--- src/rtl/pm_pkg.sv ---
// Shared definitions for the path-metric minimum scanner.
// Optional feature macro: PM_MIN_NORM_EN (in-place renormalisation pass).
package pm_pkg;

  // Default path-metric width and trellis size
  localparam int PM_W          = 6;
  localparam int PM_NUM_STATES = 4;

  // Largest positive value of a signed w-bit metric
  function automatic int pm_max(input int w);
    return (1 << (w - 1)) - 1;
  endfunction

  localparam int PM_MAX = pm_max(PM_W);

  // Legacy-compatible state encodings
  localparam logic [2:0] ST_IDLE  = 3'd0;
  localparam logic [2:0] ST_FIRST = 3'd1;
  localparam logic [2:0] ST_SCAN  = 3'd2;
  localparam logic [2:0] ST_NORM  = 3'd3;
  localparam logic [2:0] ST_DONE  = 3'd4;

  typedef enum logic [2:0] {
    S_IDLE  = ST_IDLE,
    S_FIRST = ST_FIRST,
    S_SCAN  = ST_SCAN,
`ifdef PM_MIN_NORM_EN
    S_NORM  = ST_NORM,
`endif
    S_DONE  = ST_DONE
  } pm_state_e;

endpackage

--- src/rtl/pm_lt_cmp.sv ---
// Combinational signed less-than: a < b is the sign of (a - b) corrected by
// the two's complement overflow of the subtraction.
module pm_lt_cmp #(
  parameter int W = 6
) (
  input  logic [W-1:0] i_a,
  input  logic [W-1:0] i_b,
  output logic         o_lt
);

  logic [W-1:0] w_sum;
  logic         w_ovf;

  // a + ~b + 1, then sign XOR overflow
  always_comb begin
    w_sum = i_a + ~i_b + {{(W-1){1'b0}}, 1'b1};
    // Overflow only when operand signs differ and result sign differs from a
    w_ovf = (i_a[W-1] != i_b[W-1]) && (w_sum[W-1] != i_a[W-1]);
    o_lt  = w_sum[W-1] ^ w_ovf;
  end

endmodule

--- src/rtl/pm_min_scanner.sv ---
// Finds the minimum signed path metric and its state index by scanning the
// metric RAM one entry per cycle through a single shared comparator.
// Optional feature macro: PM_MIN_NORM_EN subtracts the found minimum from
// every RAM entry (saturating) before done is raised.
module pm_min_scanner
  import pm_pkg::*;
#(
  parameter int W          = PM_W,
  parameter int NUM_STATES = PM_NUM_STATES,
  parameter int AW         = $clog2(NUM_STATES)
) (
  input  logic          clk,
  input  logic          rst_n,
  input  logic          i_start,
  output logic          o_busy,
  output logic          o_done,
  output logic          o_rd_en,
  output logic [AW-1:0] o_rd_addr,
  input  logic [W-1:0]  i_rd_data,
  output logic          o_wr_en,
  output logic [AW-1:0] o_wr_addr,
  output logic [W-1:0]  o_wr_data,
  output logic [W-1:0]  o_min_metric,
  output logic [AW-1:0] o_min_index
);

  localparam logic [AW-1:0] LAST_ADDR = AW'(NUM_STATES - 1);
  localparam logic [AW-1:0] ONE_ADDR  = AW'(1);

  pm_state_e     r_state, w_state_next;
  logic [W-1:0]  r_min, w_min_next;
  logic [AW-1:0] r_idx, w_idx_next;
  logic [AW-1:0] r_cnt, w_cnt_next;
  logic          w_lt;

`ifdef PM_MIN_NORM_EN
  localparam logic [AW:0]       NORM_LAST = (AW + 1)'(NUM_STATES);
  localparam logic signed [W:0] SAT_MAX   = (W + 1)'(pm_max(W));

  logic [AW:0]        r_ncnt, w_ncnt_next;
  logic [AW:0]        w_prev;
  logic signed [W:0]  w_diff;
`endif

  pm_lt_cmp #(
    .W (W)
  ) u_lt_cmp (
    .i_a  (i_rd_data),
    .i_b  (r_min),
    .o_lt (w_lt)
  );

  // Next-state, running minimum and read-port control
  always_comb begin
    w_state_next = r_state;
    w_min_next   = r_min;
    w_idx_next   = r_idx;
    w_cnt_next   = r_cnt;
    o_rd_en      = 1'b0;
    o_rd_addr    = '0;
`ifdef PM_MIN_NORM_EN
    w_ncnt_next  = r_ncnt;
`endif
    case (r_state)
      S_IDLE: begin
        if (i_start) begin
          o_rd_en      = 1'b1;
          o_rd_addr    = '0;
          w_state_next = S_FIRST;
        end
      end
      S_FIRST: begin
        // Entry 0 seeds the minimum unconditionally
        w_min_next   = i_rd_data;
        w_idx_next   = '0;
        o_rd_en      = 1'b1;
        o_rd_addr    = ONE_ADDR;
        w_cnt_next   = ONE_ADDR;
        w_state_next = S_SCAN;
      end
      S_SCAN: begin
        // Strict less-than keeps the lower index on ties
        if (w_lt) begin
          w_min_next = i_rd_data;
          w_idx_next = r_cnt;
        end
        if (r_cnt != LAST_ADDR) begin
          o_rd_en    = 1'b1;
          o_rd_addr  = r_cnt + ONE_ADDR;
          w_cnt_next = r_cnt + ONE_ADDR;
        end else begin
          w_cnt_next   = '0;
`ifdef PM_MIN_NORM_EN
          w_ncnt_next  = '0;
          w_state_next = S_NORM;
`else
          w_state_next = S_DONE;
`endif
        end
      end
`ifdef PM_MIN_NORM_EN
      S_NORM: begin
        // Read j while writing j-1: one extra cycle drains the last write
        if (r_ncnt != NORM_LAST) begin
          o_rd_en     = 1'b1;
          o_rd_addr   = r_ncnt[AW-1:0];
          w_ncnt_next = r_ncnt + {{AW{1'b0}}, 1'b1};
        end else begin
          w_ncnt_next  = '0;
          w_state_next = S_DONE;
        end
      end
`endif
      S_DONE: begin
        w_state_next = S_IDLE;
      end
      default: begin
        w_state_next = S_IDLE;
      end
    endcase
  end

  // State and result registers; reset discards any partial minimum
  always_ff @(posedge clk or negedge rst_n) begin
    if (!rst_n) begin
      r_state <= S_IDLE;
      r_min   <= '0;
      r_idx   <= '0;
      r_cnt   <= '0;
`ifdef PM_MIN_NORM_EN
      r_ncnt  <= '0;
`endif
    end else begin
      r_state <= w_state_next;
      r_min   <= w_min_next;
      r_idx   <= w_idx_next;
      r_cnt   <= w_cnt_next;
`ifdef PM_MIN_NORM_EN
      r_ncnt  <= w_ncnt_next;
`endif
    end
  end

`ifdef PM_MIN_NORM_EN
  // Write side of the renormalisation pass: rd_data - min, clamped high
  always_comb begin
    w_prev    = r_ncnt - {{AW{1'b0}}, 1'b1};
    w_diff    = $signed({i_rd_data[W-1], i_rd_data}) - $signed({r_min[W-1], r_min});
    o_wr_en   = (r_state == S_NORM) && (r_ncnt != '0);
    o_wr_addr = '0;
    o_wr_data = '0;
    if (o_wr_en) begin
      o_wr_addr = w_prev[AW-1:0];
      o_wr_data = (w_diff > SAT_MAX) ? SAT_MAX[W-1:0] : w_diff[W-1:0];
    end
  end
`else
  // No renormalisation: write port is inert
  always_comb begin
    o_wr_en   = 1'b0;
    o_wr_addr = '0;
    o_wr_data = '0;
  end
`endif

  // Status and result outputs
  always_comb begin
`ifdef PM_MIN_NORM_EN
    o_busy = (r_state == S_FIRST) || (r_state == S_SCAN) || (r_state == S_NORM);
`else
    o_busy = (r_state == S_FIRST) || (r_state == S_SCAN);
`endif
    o_done       = (r_state == S_DONE);
    o_min_metric = r_min;
    o_min_index  = r_idx;
  end

endmodule

--- config.mk ---
export PLATFORM = sky130hd
export DESIGN_NAME = pm_min_scanner
export DESIGN_NICKNAME = d
export VERILOG_FILES = /design/src/rtl/pm_pkg.sv /design/src/rtl/pm_lt_cmp.sv /design/src/rtl/pm_min_scanner.sv
export SDC_FILE = /design/constraint.sdc
export NUM_CORES = 1
export LEC_CHECK = 0
export CORE_MARGIN = 1
export CORE_UTILIZATION = 30
export DETAILED_ROUTE_END_ITERATION = 6
export GPL_TIMING_DRIVEN = 1
export PLACE_DENSITY = 0.66
export SLEW_MARGIN = 20
export SYNTH_ARGS = -nofsm -noshare
export SYNTH_HDL_FRONTEND = slang
export SYNTH_SLANG_ARGS = --single-unit
--- constraint.sdc ---
create_clock -name clk -period 2.83 [get_ports clk]
set_input_delay 0.566 -clock clk [delete_from_list [all_inputs] [get_ports clk]]
set_output_delay 0.566 -clock clk [all_outputs]
set_load 0.03 [all_outputs]
final_congestion.png
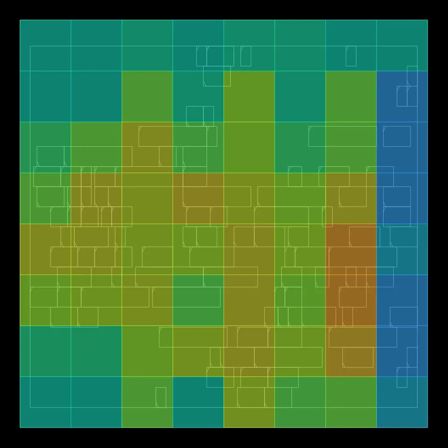
GR Util All Layers: 11.1%
drt wl/cell: 11.2 um
grt met1 use: 13.7%
met2 Resource Use GR: 16.9%
fin util: 41.8%

gate_families.png
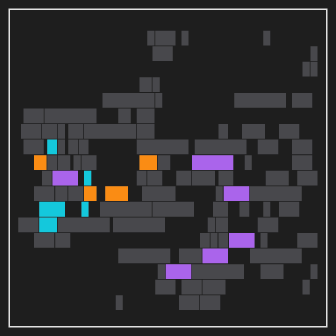
- purple: adder and majority cells (cells 6)
- cyan: NOR gates (cells 5)
- orange: AND and OR gates (cells 4)

zoom.png
Scale bar: 10 um. Region (1, 1) to (26, 26) um. Cells in gray, sequential cells in the stronger gray; small squares are vias.
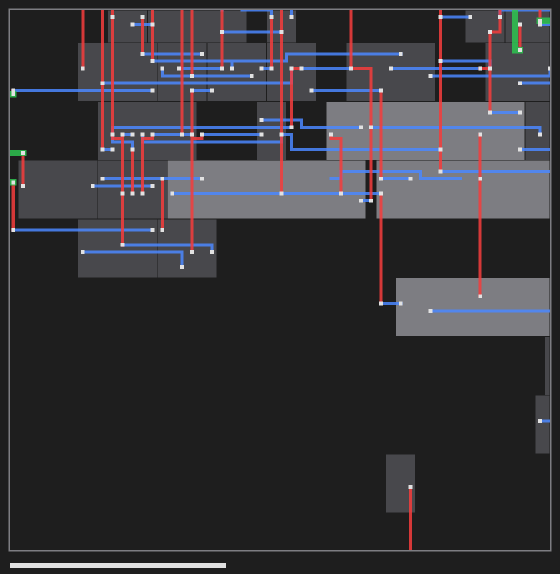
- green: met3
- blue: met1
- red: met2
- netlist names of flops here include: r_state (3), o_min_metric (1)
- sequential cells in the window: 4
- cells with their middle in the window: 22
- most frequent: dfrtp_1 (4), clkdlybuf4s50_1 (3)

registers.png
Scale bar: 20 um. Other sequential cells in the stronger gray, the rest of the logic in the fainter gray.
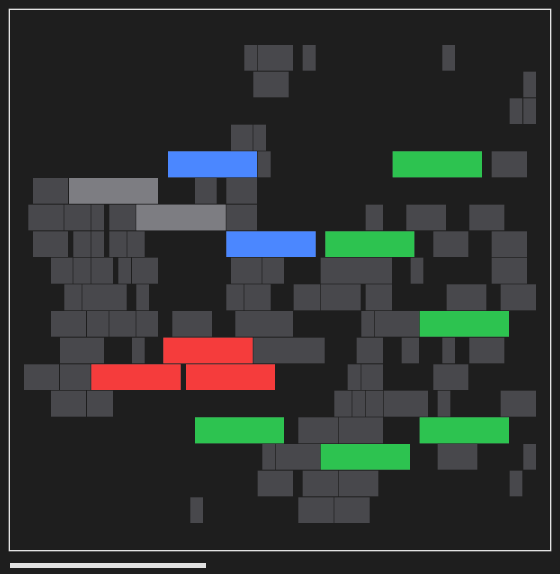
- blue: o_min_index (flops 2)
- red: r_state (flops 3)
- green: o_min_metric (flops 6)
- not colored: 2

port_nets.png
Scale bar: 20 um.
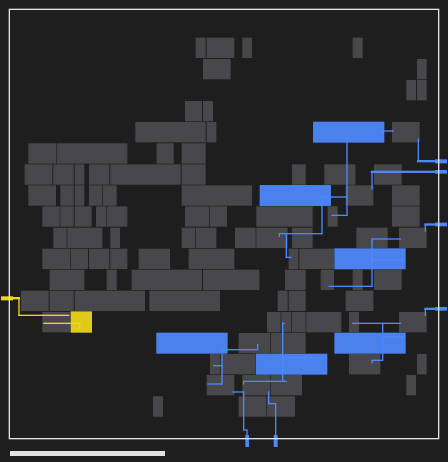
- blue: o_min_metric (direction output; edge 4 east, 2 south; end cells 6; buffers 6; wire 136 um)
- yellow: o_rd_en (direction output; edge west; end cells 1; buffers 1; wire 14.6 um)

==> results.yml <==
# implementation run metrics
yosys:
  synth_chip_area_um2: 850
  ys_ff: 13
  xor_share_pct: 0
  ys.flop_type: "dfrtp_1"
  most_common_cell: "dfrtp_1"
  syn-instance-count: 82
  synth_warnings: 0
  yosysUniqueCellTypes: 30
  yosys.area.top_type: "dfrtp_1"
  top_cells_by_count: "dfrtp_1, inv_1, buf_4"
  ys_sh_mux_pct: 7.95
  syn_area_per_cell_um2: 10.4
  synth_top_area_share_pct: 38.3
  postSynthSeqShare_pct: 38.3
  edf_count: 0
  synth_area_um2: 850
  top_logic_kind: "buffers and inverters"
  synth-cells-yosys: 82
clock_tree:
  clock_sinks: 13
  postCtsSetupBuffers: 0
  htreeDepth: 1
  clkTransAtPathRegs_ns: 0.08
  cts_resized: 0
  clk_latency_ns: 0.28
  cts_hold_buffers: 0
  tritoncts: "built"
  cts_buffer_depth: 2
  cts_root_buf: "clkbuf_4"
status:
  status: "completed"
detailed_routing:
  vias: 610
  drc_errors: 0
  first_pass_iters: 4
  finalWirelength_mm: 1.50
  drtAntennaViolNets: 0
cells_and_area:
  finalInstanceArea_mm2: 0.00107
  diodes: 0
  lay_top_cells: "clkdlybuf4s50_1, dfrtp_1, inv_1"
  nets: 120
  drive_above_1_share_pct: 14.4
  fill_cells: 263
  areaGrowthSynthToFinish_pct: 26.2
  layout_top_cell: "clkdlybuf4s50_1"
  final_cell_count_no_fill: 134
  logic_area_um2: 427
final_timing:
  min_period_ns: 2.70
  hold_viol_final: 0
  finalClockSkew_ns: 0.00728
  drv_slew: 0
  worstMarginPinSlew_ns: 0.602
  relSlewSlack_pct: 59.7
  setup_viol: 0
  hold_ws_ns: 0.542
  finalCritPeriodShare_pct: 95.5
  rsz0062_at_grt: "false"
power:
  powerSeq_mw: 0.370
  power.switching_mw: 0.586
  finalPower_mw: 1.30
  ir_worst_vdd_v: 0.000582
  combPwrFrac_pct: 62.8
  p_comb_mw: 0.817
  maxPowerGroup: "combinational cells"
  power_density_mw_per_mm2: 1210
  leakage_nw: 0.493
  p_clk_share_pct: 8.7
  swShare_pct: 45.1
  intPower_mw: 0.715
worst_setup_path:
  slowest_delay_ns: 0.69
  cp-end-kind: "primary output"
  required_ns: 2.26
  cp-endpoint: "o_rd_en"
  path_common_cell: "clkdlybuf4s50_1"
  critical_path.max_fanout: 2
  cp_top_family: "buffers and inverters"
  crit_buf_inv: 2
  critPathSlowestCell: "clkdlybuf4s50_1"
  crit_chain: "clkdlybuf4s50_1 > nor4b_1 > o21bai_1 > clkdlybuf4s50_1"
  r2r_end: "o_min_metric[0]"
  cp-startpoint: "i_start"
  crit_cells: 4
min_path:
  hold_class: "register to register"
  hold_path.startpoint: "o_min_metric[2]"
  holdPathStages: 1
floorplan:
  coreArea_mm2: 0.00257
  die_area_mm2: 0.00305
  io_pins: 31
  die_height_um: 55.2
  initial_core_util_pct: 33.1
  die-width_um: 55.2
  row_count: 18
place:
  post-dp-hpwl_mm: 1.14
  place_congestion: 0.716
  preCtsSetupSlack_ns: -0.178
global_routing:
  grt_pass1_vias: 591
  grt_max_degree: 14
  antenna_found_initial: 0
job:
  warnings: 27
==> area by class of cell <==
type	count	share of cell area (%)
Multi-Input combinational cell	55	39.8
Sequential cell	13	30.3
Timing Repair Buffer	22	20.3
Inverter	10	3.50
Tap cell	30	3.50
Clock buffer	3	2.10
Clock inverter	1	0.467
==> per-layer routing <==
| layer | vias to the layer above | wire (um) | GRT usage (%) |
|---|---|---|---|
| met1 | 278 | 696 | 13.7 |
| li1 | 305 | - | - |
| met2 | 25 | 681 | 16.9 |
| met4 | 0 | 10 | 3.21 |
| met5 | - | 0 | 0 |
| met3 | 2 | 107 | 5.62 |
==> registers in the layout, indices dropped and copies added, names as in the netlist <==
register,flops
o_min_metric,6
r_state,3
o_min_index,2
r_cnt,2
Power and IR drop assume default switching activity.
